File: config.mk
export PLATFORM = sky130hd
export DESIGN_NAME = regwrite_trace_unit
export DESIGN_NICKNAME = d
export VERILOG_FILES = /design/src/rtl/regwrite_trace_unit_pkg.sv /design/src/rtl/trace_fifo_2w1r.sv /design/src/rtl/regwrite_trace_unit.sv
export SDC_FILE = /design/constraint.sdc
export NUM_CORES = 1
export LEC_CHECK = 0
export CELL_PAD_IN_SITES_DETAIL_PLACEMENT = 1
export CELL_PAD_IN_SITES_GLOBAL_PLACEMENT = 1
export CORE_MARGIN = 8
export CORE_UTILIZATION = 45
export CTS_CLUSTER_SIZE = 25
export DETAILED_ROUTE_END_ITERATION = 16
export GPL_TIMING_DRIVEN = 1
export PLACE_DENSITY_LB_ADDON = 0.1
export SLEW_MARGIN = 5
export SYNTH_ARGS = -nofsm -noshare
export SYNTH_HDL_FRONTEND = slang
export SYNTH_HIERARCHICAL = 1
export SYNTH_SLANG_ARGS = --single-unit
File: constraint.sdc
create_clock -name clk -period 15.5 [get_ports clk]
set_clock_uncertainty 0.05 [all_clocks]
set_input_delay 3.875 -clock clk [delete_from_list [all_inputs] [get_ports clk]]
set_output_delay 3.875 -clock clk [all_outputs]
set_load 0.03 [all_outputs]
File: src/rtl/regwrite_trace_unit_pkg.sv
// Shared record layout for the register-write trace: field widths, bit offsets and
// request decoding used by both the emitter and the host-side trace decode.
package regwrite_trace_unit_pkg;

  localparam int TRACE_ADDR_W   = 4;
  localparam int TRACE_DATA_W   = 32;
  localparam int TRACE_DATA_LSB = 0;
  localparam int TRACE_ADDR_LSB = TRACE_DATA_LSB + TRACE_DATA_W;
  localparam int TRACE_SEQ_LSB  = TRACE_ADDR_LSB + TRACE_ADDR_W;

  // Record is {seq, addr, data}; seq width is a parameter of the emitter.
  function automatic int trace_rec_w(input int seq_w);
    return seq_w + TRACE_ADDR_W + TRACE_DATA_W;
  endfunction

  // Encoding matches {r2, r1} so a plain cast decodes the capture request.
  typedef enum logic [1:0] {
    REQ_NONE = 2'b00,
    REQ_P1   = 2'b01,
    REQ_P2   = 2'b10,
    REQ_BOTH = 2'b11
  } req_e;

endpackage

File: src/rtl/trace_fifo_2w1r.sv
// Register FIFO with show-ahead head, up to two in-order pushes and one pop per cycle.
// Pushes must be compacted by the caller: push1 is only honoured together with push0.
module trace_fifo_2w1r #(
  parameter int DEPTH = 8,
  parameter int W     = 44,
  parameter int LW    = $clog2(DEPTH) + 1
) (
  input  logic          clk,
  input  logic          reset,
  input  logic          push0,
  input  logic [W-1:0]  push0_data,
  input  logic          push1,
  input  logic [W-1:0]  push1_data,
  input  logic          pop,
  output logic          head_valid,
  output logic [W-1:0]  head_data,
  output logic [LW-1:0] level,
  output logic [LW-1:0] free
);

  localparam int PW = $clog2(DEPTH);

  logic [W-1:0]  mem [DEPTH];
  logic [PW-1:0] wr_ptr_reg;
  logic [PW-1:0] rd_ptr_reg;
  logic [LW-1:0] level_reg;
  logic [PW-1:0] wr_ptr_p1;
  logic          pop_eff;
  logic [1:0]    push_n;

  assign wr_ptr_p1  = wr_ptr_reg + PW'(1);
  assign head_valid = (level_reg != '0);
  assign pop_eff    = pop & head_valid;
  assign push_n     = {1'b0, push0} + {1'b0, push0 & push1};
  assign head_data  = mem[rd_ptr_reg];
  assign level      = level_reg;
  // Space freed by this cycle's pop is usable by this cycle's pushes.
  assign free       = LW'(DEPTH) - level_reg + LW'(pop_eff);

  always_ff @(posedge clk) begin
    if (push0) mem[wr_ptr_reg] <= push0_data;
    if (push0 && push1) mem[wr_ptr_p1] <= push1_data;
  end

  always_ff @(posedge clk or negedge reset) begin
    if (!reset) begin
      wr_ptr_reg <= '0;
      rd_ptr_reg <= '0;
      level_reg  <= '0;
    end else begin
      wr_ptr_reg <= wr_ptr_reg + PW'(push_n);
      rd_ptr_reg <= rd_ptr_reg + PW'(pop_eff);
      level_reg  <= level_reg + LW'(push_n) - LW'(pop_eff);
    end
  end

endmodule

File: src/rtl/regwrite_trace_unit.sv
// Architectural register-write trace emitter: tags regfile writes with a sequence number,
// queues them for the host trace reader and accounts for records lost to a full queue.
module regwrite_trace_unit
  import regwrite_trace_unit_pkg::*;
#(
  parameter int DEPTH  = 8,
  parameter int SEQ_W  = 8,
  parameter int DROP_W = 8
) (
  input  logic                                  clk,
  input  logic                                  reset,
  input  logic                                  trace_en,
  input  logic                                  clr_status,
  input  logic                                  we1,
  input  logic [3:0]                            wa1,
  input  logic [31:0]                           wd1,
  input  logic                                  we2,
  input  logic [3:0]                            wa2,
  input  logic [31:0]                           wd2,
  output logic                                  trace_valid,
  input  logic                                  trace_ready,
  output logic [SEQ_W+TRACE_ADDR_W+TRACE_DATA_W-1:0] trace_data,
  output logic                                  ovf_sticky,
  output logic [DROP_W-1:0]                     drop_cnt,
  output logic [$clog2(DEPTH):0]                fifo_level
);

  localparam int REC_W = trace_rec_w(SEQ_W);
  localparam int LW    = $clog2(DEPTH) + 1;

  logic [SEQ_W-1:0]  seq_reg, seq_next;
  logic [DROP_W-1:0] drop_cnt_reg, drop_cnt_next;
  logic              ovf_reg, ovf_next;

  req_e              req;
  logic [1:0]        n_req, n_acc, n_drop;
  logic [REC_W-1:0]  slot0_rec, slot1_rec;
  logic              pop;
  logic [REC_W-1:0]  head_data;
  logic [LW-1:0]     level, free;
  logic [DROP_W-1:0] drop_base;
  logic [DROP_W:0]   drop_sum;

  assign req = req_e'({trace_en & we2, trace_en & we1});
  assign pop = trace_valid & trace_ready;

  always_comb begin
    n_req     = 2'd0;
    slot0_rec = '0;
    slot1_rec = '0;
    case (req)
      REQ_P1: begin
        n_req     = 2'd1;
        slot0_rec = {seq_reg, wa1, wd1};
      end
      REQ_P2: begin
        n_req     = 2'd1;
        slot0_rec = {seq_reg, wa2, wd2};
      end
      REQ_BOTH: begin
        n_req     = 2'd2;
        slot0_rec = {seq_reg, wa1, wd1};
        slot1_rec = {seq_reg + SEQ_W'(1), wa2, wd2};
      end
      default: ;
    endcase

    // Accept in port order until space runs out; the remainder is dropped.
    n_acc = n_req;
    if (LW'(n_req) > free) n_acc = free[1:0];
    n_drop = n_req - n_acc;

    seq_next = seq_reg + SEQ_W'(n_acc);

    // Clear takes effect first so drops in the same cycle are still recorded.
    drop_base     = clr_status ? '0 : drop_cnt_reg;
    drop_sum      = {1'b0, drop_base} + (DROP_W+1)'(n_drop);
    drop_cnt_next = drop_sum[DROP_W] ? '1 : drop_sum[DROP_W-1:0];
    ovf_next      = (ovf_reg & ~clr_status) | (n_drop != 2'd0);
  end

  trace_fifo_2w1r #(
    .DEPTH (DEPTH),
    .W     (REC_W),
    .LW    (LW)
  ) u_fifo (
    .clk        (clk),
    .reset      (reset),
    .push0      (n_acc != 2'd0),
    .push0_data (slot0_rec),
    .push1      (n_acc == 2'd2),
    .push1_data (slot1_rec),
    .pop        (trace_ready),
    .head_valid (trace_valid),
    .head_data  (head_data),
    .level      (level),
    .free       (free)
  );

  always_ff @(posedge clk or negedge reset) begin
    if (!reset) begin
      seq_reg      <= '0;
      drop_cnt_reg <= '0;
      ovf_reg      <= 1'b0;
    end else begin
      seq_reg      <= seq_next;
      drop_cnt_reg <= drop_cnt_next;
      ovf_reg      <= ovf_next;
    end
  end

  assign trace_data = trace_valid ? head_data : '0;
  assign fifo_level = level;
  assign drop_cnt   = drop_cnt_reg;
  assign ovf_sticky = ovf_reg;

endmodule

==> run_1/floorplan.png <==
Pins as bars on the die edge. Tap cells in grey.
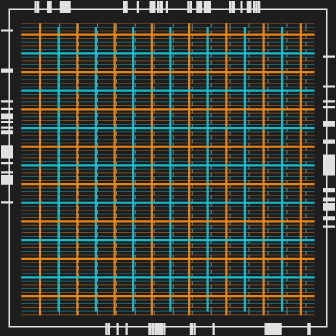
cyan -> VDD
orange -> VSS
met5 straps = 15
rows = 78
met1 rails = 79
signal pins = 137
met4 straps = 15
die width: 230 um
Core ar.: 45300 um^2
Die Y: 230 um
Worst IR Drop VDD: 0.123 mV

==> run_1/class_map.png <==
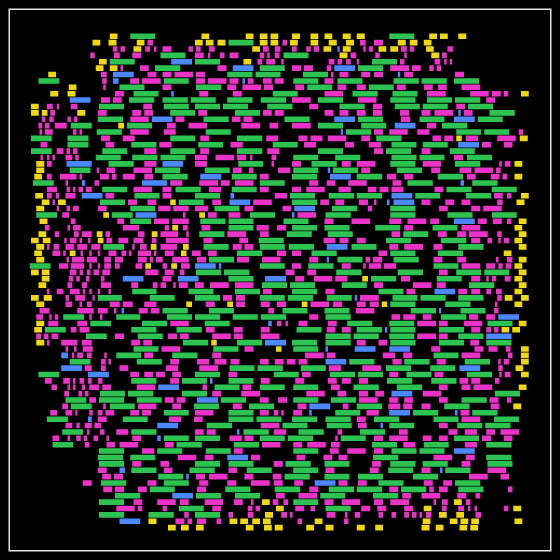
green -> registers  # cells 379, share of their area 48%
blue -> clock drivers and dummy loads  # cells 80, share of their area 5.8%
magenta -> remaining logic cells  # cells 835, share of their area 39%
yellow -> remaining buffers and delay cells  # cells 159, share of their area 6.6%
Finished Cell Area: 24000 um^2
flop share of the area: 0.469
row count: 78
Layout Utilization: 0.530

==> run_1/clock_wires.png <==
Scale bar: 50 um.
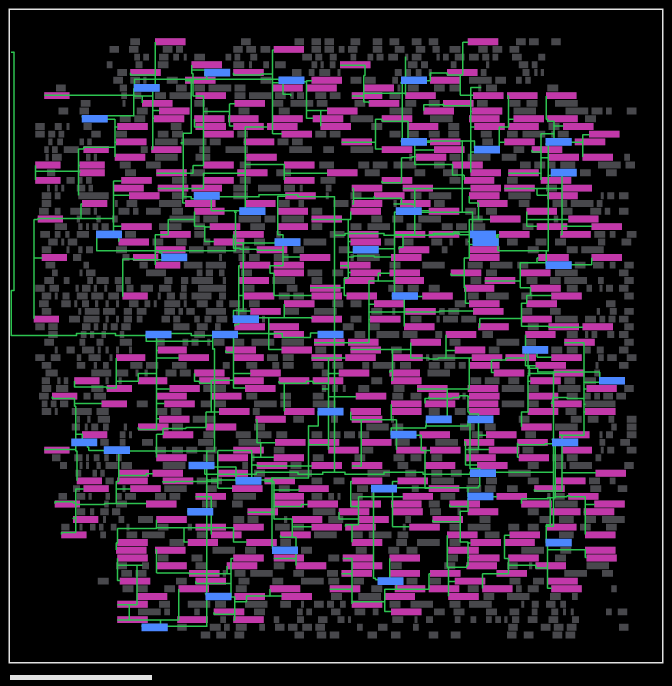
green -> clock wires  # length 5230 um
magenta -> flip-flops  # count 379
blue -> clock-net drivers  # count 44
routed clock nets = 45
flops lie = spread over the die

==> run_1/layers.png <==
Scale bar: 50 um.
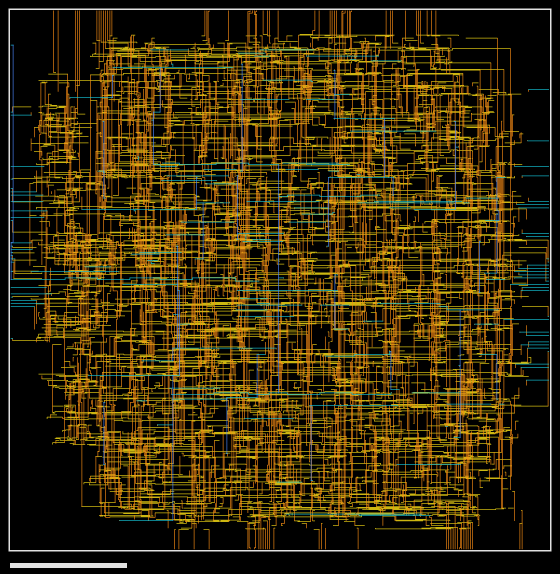
yellow -> M1  # wire length 25.7 mm
cyan -> M3  # wire length 2450 um
blue -> M4  # wire length 938 um
orange -> M2  # wire length 26.6 mm
WL per Instance: 27.1 um
vias: 12000
Tot GR Track Use: 0.208
final WL: 55.7 mm

==> CHANGELOG.md, run 1 <==
### Metrics

- Outcome: finished, final reports clean
- Count of pins over their slew limit: 0
- # IOs: about 140
- DR vias/cell: between 5 and 6
- Pre-Place Util: 0.456
- Top cell category: flip-flops and latches
- Ys async rst share: 0.0712
- Syn Inst Count: 1298
- DR WL met3: roughly 2.5 mm
- Worst Path Max Fanout: 37
- Synth Seq Share: 0.545
- Worst path required time: about 16000 ps
- Least-Margin Pin Slew: between 1000 and 1500 ps
- Crit path to: u_fifo/mem[6][21]
- Leakage power: 8.64 nW
- Tmin final: 9180 ps
- Avg Cell Area, Syn: 15.9 um^2
- End of the worst register-to-register path: u_fifo/mem[6][21]
- Post-synthesis net count: 1402
- Skew-Pair Late Insertion Delay: around 560 ps
- Met1 Use GR: 0.292
- Number of global-route vias before repair: ~13000
- Residual DRC count: 0
- Grt peak-use layer: met2
- Hold Fails Final Rpt: 0
- Total power: 4.07 mW
- Cell area after placement: 22600 um^2
- Most frequent logic cell in the layout: edfxtp_1
- Initial antenna violation count: 2
- Clock Tree Buf Depth: 3
- Mapped Area: slightly above 20000 um^2
- Cells along the critical path: clkdlybuf4s50_1, nand2_1, inv_2, ha_1, inv_1, a211o_1, a21oi_2, mux2i_1, nand4_1, nor2_4, buf_4, mux2_2
- Final std cells w/o fill: 2053
- Non-clk invs: 22
- Yosys cell count: 1298
- Reg2Reg Depth: 15
- Most frequent cells in the layout: edfxtp_1, mux2_2, clkdlybuf4s50_1
- Arr. time, crit path: ~9400 ps
- Met2 global-route usage: 0.337
- Synth Area in Compound Gates: 0.0250
- Layout clock area frac: 0.0565
- RSZ-0062 raised after global routing: false
- Iteration-0 DRC Markers: a little over 800
- Largest net degree at the start of global routing: 64
- Total tool warning count: 27
- Adder share: 0.0166
- Cycle use final: 0.592
- CTS tree: yes
- Setup TNS: 0 ps
- Clkbuf count: between 50 and 60
- Top Metal Used: met4
- Synthesized registers: about 380
- Logic share of the area: 0.376
- Relative slew margins: 0.233
- H-tree depth: 2
- IO buf count: 136
- Post-cts resize count: 0
- Fmax: approximately 0.11 GHz
- Fin nets: about 1500
- Simple share: 0.0554
- Yosys warns: 6
- Dpl cells: between 1500 and 2000
- # fillers: approximately 4300
- Hold buffers post-CTS: 0
- Met2 Wirelength: roughly 27 mm
- Met1 wire length: around 26 mm
- Reg2Reg Setup Slack: about 9400 ps
- Crit path max-delay cell type: nor2_4
- GP Congestion: about 0.75
- Area fraction in xor and xnor cells: 0.00891
- Place WS: 5760 ps
- DIE AREA: about 53000 um^2
- P&R area growth vs syn: 16.3%
- Worst hold path class: reg2reg
- Worst setup margin: between 6000 and 7000 ps
- CP Launch Point: we1
- Multiplexer share: 0.323
- CTS root buf: clkbuf_16
==> run 1: worst max-delay path, delay by kind of cell <==
family	cells	cell delay, ps
simple gates	3	1560
mux	2	890
buf+inv	4	2070
fa+ha+maj	1	470
compound gates	2	520
==> run 1: Yosys cell counts, types with 3 or more instances <==
cell type  count  area share
mux2_4        49       0.036
xnor2_1       11      0.0047
mux4_2        88       0.096
nor2b_1        5      0.0015
a21oi_1        7      0.0017
nand3_1        6      0.0015
nor2_1        54      0.0098
mux2_1        24       0.013
and2_1        90       0.027
o21ai_0        9      0.0022
ha_1          21       0.013
a22oi_1       36       0.013
buf_2         43       0.010
buf_4          5      0.0018
fa_1           4      0.0039
mux2i_1        3      0.0015
mux2_2       324        0.18
nor3_2         3      0.0015
clkbuf_1      25      0.0045
buf_6          9      0.0049
a21o_1         3      0.0011
edfxtp_1     352        0.51
o22ai_1        3     0.00091
inv_1         21      0.0038
and3_1         4      0.0012
dfrtp_1       27       0.033
nand2_1       17      0.0031
nand2b_1       7      0.0021
nor3_1         4     0.00097
xor2_1        10      0.0042
or3_1          3     0.00091
==> run 1: worst min-delay path by stage <==
stage	from	end	slack, ps	depth (start not counted)
final	seq_reg[7]	seq_reg[7]	450	1
after global routing	seq_reg[7]	seq_reg[7]	480	1
after CTS	seq_reg[7]	seq_reg[7]	450	1
after detailed placement	seq_reg[7]	seq_reg[7]	440	1
after global placement	seq_reg[7]	seq_reg[7]	430	1
after floorplan	seq_reg[7]	seq_reg[7]	410	1
==> run 1: power breakdown <==
| group | total [mW] | leakage [nW] | switching (mW) | internal, mW |
|---|---|---|---|---|
| combinational | 1.61 | 4.39 | 0.865 | 0.750 |
| sequential | 1.47 | 3.59 | 0.142 | 1.32 |
| clock | 0.992 | 0.656 | 0.409 | 0.583 |
| total | 4.07 | 8.64 | 1.42 | 2.66 |
==> run 2: changes to the inputs <==
- clock period: 15.5 -> 8.8 ns (I/O delays scaled with it)
==> run_2/layers.png <==
Scale bar: 50 um.
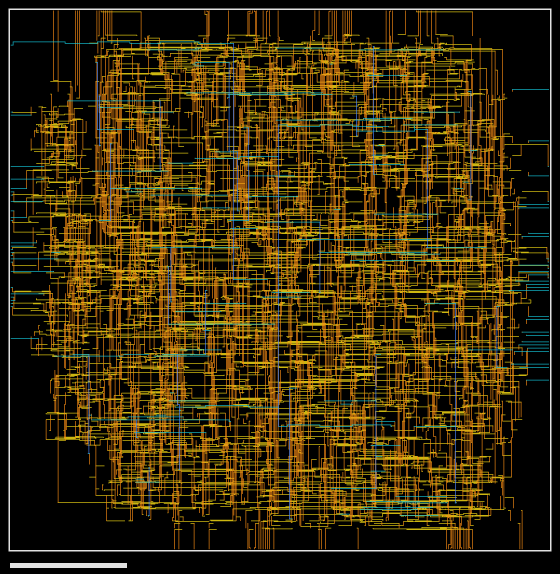
orange -> M2  # wire length 27.9 mm
cyan -> M3  # wire length 2380 um
blue -> M4  # wire length 1060 um
yellow -> M1  # wire length 24.8 mm

==> run 2 against run 1 <==
Net effect: register-to-register slack lost 5800 ps; final cell count is essentially flat; non-clock buffer count increased by 3; clock power increased by 68%; critical path depth up 2; utilization up 0.10 points; power grew 75%.
==> CHANGELOG.md, run 2 <==
### Metrics

- Outcome: finished, final reports clean
- Total power: ~7 mW
- Hold Fails Final Rpt: 0
- WHS Endpoint: seq_reg[7]
- Place WS: between 1000 and 1500 ps
- Worst Hold Launch: seq_reg[7]
- Sw power: ~2.5 mW
- Flop pwr share: 0.370
- Combinational fraction of design power: 0.395
- Clk slew on worst S/H paths: around 60 ps
- CP Launch Point: we1
- Ys async rst share: 0.0712
- Count of pins over their slew limit: 0
- Fmax: roughly 0.15 GHz
- Arr. time, crit path: between 6000 and 7000 ps
- Worst hold path class: reg2reg
- Min-Delay Path Depth: 1
- Core ar.: about 45000 um^2
- Relative slew margins: 0.291
- H-tree depth: 2
- Initial antenna violation count: 1
- Clock group: 1.67 mW
- Largest net degree at the start of global routing: 52
- Worst Path Max Fanout: 45
- Distinct lib cells used: 56
- Skew-Pair Late Insertion Delay: 550 ps
- End of the worst register-to-register path: u_fifo/mem[1][9]
- Least-Margin Pin Slew: about 1100 ps
- TritonRoute pass-1 iters: 5
- Die Y: approximately 230 um
- Crit path max-delay cell type: or4_2
- Die width: between 200 and 250 um
- IO buf count: between 100 and 150
- Cell area after placement: approximately 23000 um^2
- GP Congestion: roughly 0.75
- Worst setup margin: around 1900 ps
- CTS tree: yes
- DIE AREA: 53000 um^2
- Bufs and invs on worst path: 4
- Hold buffers post-CTS: 0
- Post-synth top cells: edfxtp_1, mux2_2, and2_1
- Switching portion of total power: 0.350
- Dpl cells: 1976
- # IOs: approximately 140
- Pre-Place Util: 0.456
- Comb pwr: 2.81 mW
- Biggest consumer: combinational cells
- Total tool warning count: 27
- Yosys warns: 6
- Leakage power: about 8.6 nW
- RSZ-0062 raised after global routing: false
- Post-cts resize count: 0
- Row count: between 70 and 80
- Synthesized registers: roughly 380
- Yosys cell count: between 1000 and 1500
- Reg2Reg Setup Slack: roughly 3700 ps
- Delay-heaviest family, CP: buffers and inverters
- Clk pwr share: 0.235
- WL per Instance: 27.4 um
- Avg Cell Area, Syn: 15.9 um^2
- Post-synth top area cell: edfxtp_1
- Cells along the critical path: clkdlybuf4s50_1, nand2_1, ha_2, inv_1, ha_1, nor3b_1, mux2i_1, a21oi_2, mux2i_1, nand2_1, or4_2, buf_4, o31ai_4, buf_4
- Vias: 12000
- Syn Inst Count: approximately 1300
- Most frequent logic cell in the layout: edfxtp_1
- Most frequent cells in the layout: edfxtp_1, mux2_2, clkdlybuf4s50_1
- Cycle use final: 0.779
- Number of global-route vias before repair: 13400
- Clock Tree Buf Depth: 3
- Mapped Area: a little over 20000 um^2
- Iteration-0 DRC Markers: between 800 and 900
- Biggest area cells: edfxtp_1, mux2_2, mux4_2
- Flop+latch power: ~2.6 mW
- Reg2Reg Depth: 16
- Final WL: between 50 and 60 mm
- Finished Cell Area: approximately 24000 um^2
- Worst path required time: 8930 ps
==> run 2: cell count changes in the layout (fill, tap and decap cells not counted), sizes merged <==
cell | previous run | this run
clkbuf | 59 | 62
buf | 23 | 26
clkinv | 15 | 11
inv | 23 | 22
bufinv | 3 | 1
==> run 2: cell families after synthesis <==
| kind of cell | count (synthesis) | share of synthesized area |
|---|---|---|
| flip-flops | 379 | 0.545 |
| adder cells (fa/ha/maj) | 25 | 0.0166 |
| buffers and inverters | 106 | 0.0261 |
| multiplexers | 488 | 0.323 |
| XOR/XNOR | 21 | 0.00891 |
| AND-OR/OR-AND | 72 | 0.0250 |
| AND/OR/NAND/NOR | 207 | 0.0554 |
==> run 2: area by class of cell <==
| cell class | count | area [um^2] |
|---|---|---|
| flip-flops and latches | 379 | 11300 |
| inverters | 22 | 82.6 |
| clock buffers | 62 | 1190 |
| repair buffers | 162 | 1660 |
| fillers | 4275 | 21200 |
| well taps | 600 | 751 |
| clock inverters | 14 | 91.3 |
| multi-input cells | 813 | 9020 |
==> run 2: layer usage <==
metal | routed length (um) | track usage | vias to the layer above | part of all wire
li1 | - | - | 5338 | -
met1 | 24800 | 0.281 | 6345 | 0.44
met2 | 27900 | 0.358 | 268 | 0.50
met3 | 2380 | 0.0326 | 70 | 0.042
met4 | 1060 | 0.0469 | 0 | 0.019
met5 | 0 | 0 | - | 0
==> run 2: how the worst max path moves through the flow <==
stage,to,slack (ps),cells past startpoint
3_3_place_gp,u_fifo/mem[1][9],1560,14
6_report,u_fifo/mem[1][9],1950,14
5_1_grt,u_fifo/mem[1][9],1670,14
4_1_cts,u_fifo/mem[1][9],1990,14
2_1_floorplan,u_fifo/mem[0][0],810,9
3_5_place_dp,u_fifo/mem[1][12],1400,14
No activity file was given, so power comes from the tool's default toggle rates.
